Design pfl1monitor_flat, sky130hd; sources not shown.
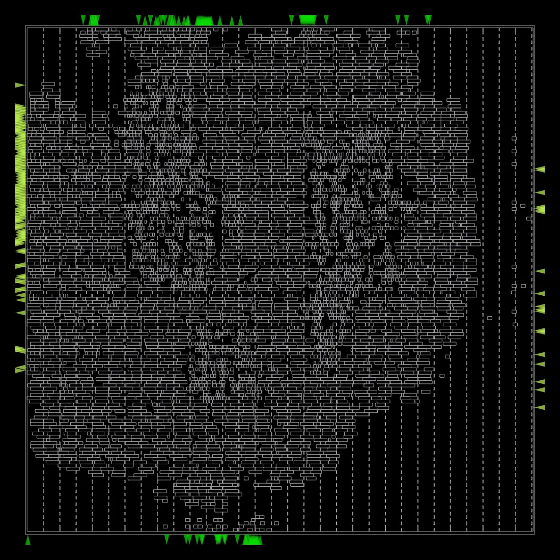
Fig. 1. Cell placement.
Core ar.: 183,000 µm²
final cell count without fillers: 7,112

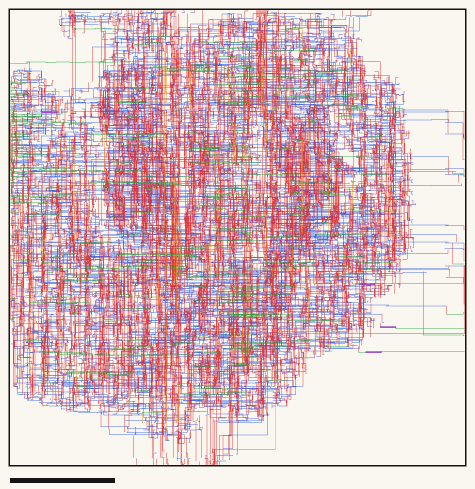
Fig. 2. Signal wires by layer.
Scale bar: 100 µm.
orange -> metal 4  # wire length 4,790 µm
blue -> metal 1  # wire length 79.5 mm
green -> metal 3  # wire length 11,300 µm
purple -> metal 5  # wire length 55.2 µm
red -> metal 2  # wire length 91.2 mm
routed wire length: 187 mm
GRT Total Usage: 20.1%
via count: 38,200

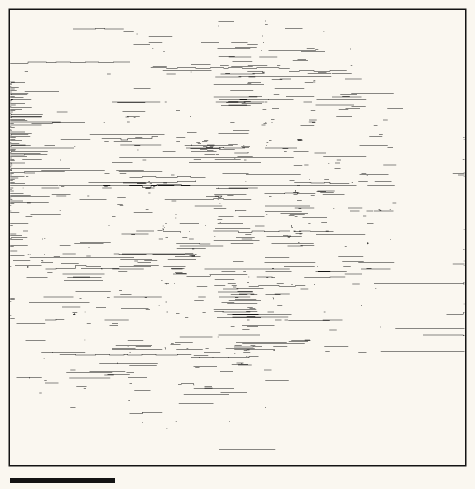
Fig. 3. M3 wires.
Scale bar: 100 µm.
nets with wire on the layer = 446
share of all routed wire = 6.1%
longest straight run = 165 µm
met3 Track Usage GR: 3.31%

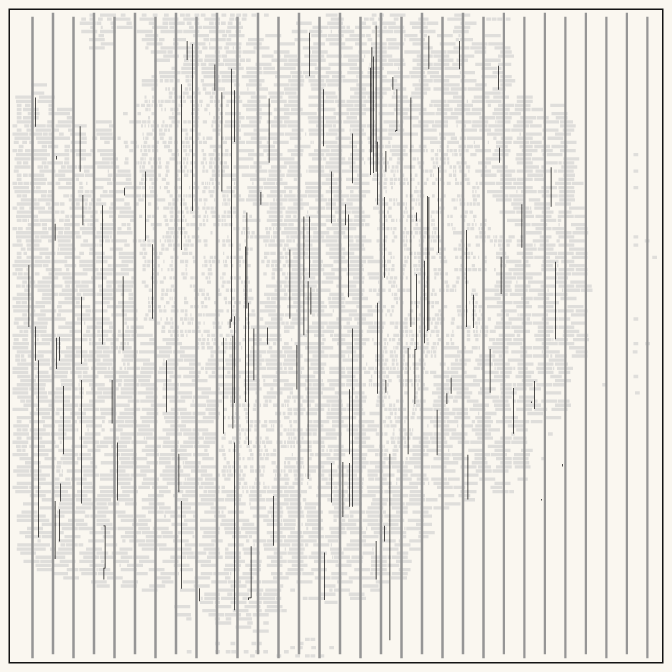
Fig. 4. Metal 4.
Supply wires on this layer in gray.
share of all routed wire = 2.6%
wire length on this layer = 4,790 µm
main direction = vertical
nets with wire on the layer = 63
longest straight run = 167 µm

==> results_dict.tcl <==
# yosys + openroad results
set metrics [dict create \
    p_sw_share_pct 23.9 \
    cts_tree "built" \
    p_seq_mw 4.94 \
    htreeDepth 4 \
    synth.top_cell.area_share_pct 67.5 \
    r2r_cells 46 \
    grt_pass1_wl_mm 271 \
    drive_gt1_share_pct 32.8 \
    power_frac_seq_pct 48.9 \
    synthArstFlopShare_pct 1.36 \
    finalSetupViolations 0 \
    ys_warn_count 6 \
    largest_reg_flops 800 \
    drcViolationCount 0 \
    ant_nets 0 \
    cp_top_family "AND-OR/OR-AND gates" \
    dp_slack_ns -0.336 \
    max_slew_margin_pct 39.4 \
    cp_slowest_cell "mux4_2" \
    r2r_setup_slack_ns 2.99 \
    cp_max_fo 23 \
    synthTopCellsByCount "edfxtp_1, mux4_2, a21oi_1" \
    status "completed" \
    syn_inst 3621 \
    fp.dieH_um 432 \
    hold_ws_ns 0.466 \
    wl_met2_mm 91.2 \
    dieWidth_um 432 \
    numPortBuffers 207 \
    synth-edff-count 1452 \
    ys_seq_share_pct 68.2 \
    topRoutingLayerUsed "met5" \
    drt_first_pass_iters 5 \
    cp.buffers_inverters 16 \
    skew_ns 0.0517 \
    antenna_found_initial 11 \
    most_common_cell "edfxtp_1" \
    grt_pass1_vias 39200 \
    synth_cell_types 93 \
    busiest_layer "met2" \
    yosys-stat-cells 3621 \
    rows 157 \
    cts-root-buf "clkbuf_16" \
    dieArea_um2 186000 \
    required_ns 14.45 \
    crit_cells 50 \
    cap_viol_max_count 0 \
    power_mw 10.1 \
    floorplan.nets 3826 \
    setup_ws_ns 0.754 \
    wl_met3_mm 11.3 \
    power.group.top "sequential cells" \
    fp_util_pct 35.3 \
    gp_routability_congestion 0.938 \
    intPower_mw 7.69 \
    final_cell_mix "edfxtp_1, buf_4, mux4_2, clkdlybuf4s50_1, clkbuf_16" \
    grt_overflow 0 \
    ff_type "edfxtp_1" \
]
==> area by class of cell <==
type	count	area (µm²)
Fill cell	16000	103000
Tap cell	2464	3080
Clock buffer	183	3920
Multi-Input combinational cell	1890	19700
Antenna cell	4	10.0
Inverter	89	334
Clock inverter	91	997
Sequential cell	1472	44100
Timing Repair Buffer	919	8200
==> cells by family (layout without fill, tap and decap cells) <==
family / count (synthesis) / count (layout) / share of synthesized area (%)
simple gates: 610 / 610 / 4.88
compound gates: 501 / 501 / 5.06
flops: 1472 / 1472 / 68.2
other cells: 0 / 4 / 0
mux: 526 / 526 / 15.7
xor+xnor: 153 / 153 / 2.40
buf+inv: 259 / 1282 / 1.73
fa+ha+maj: 100 / 100 / 1.95
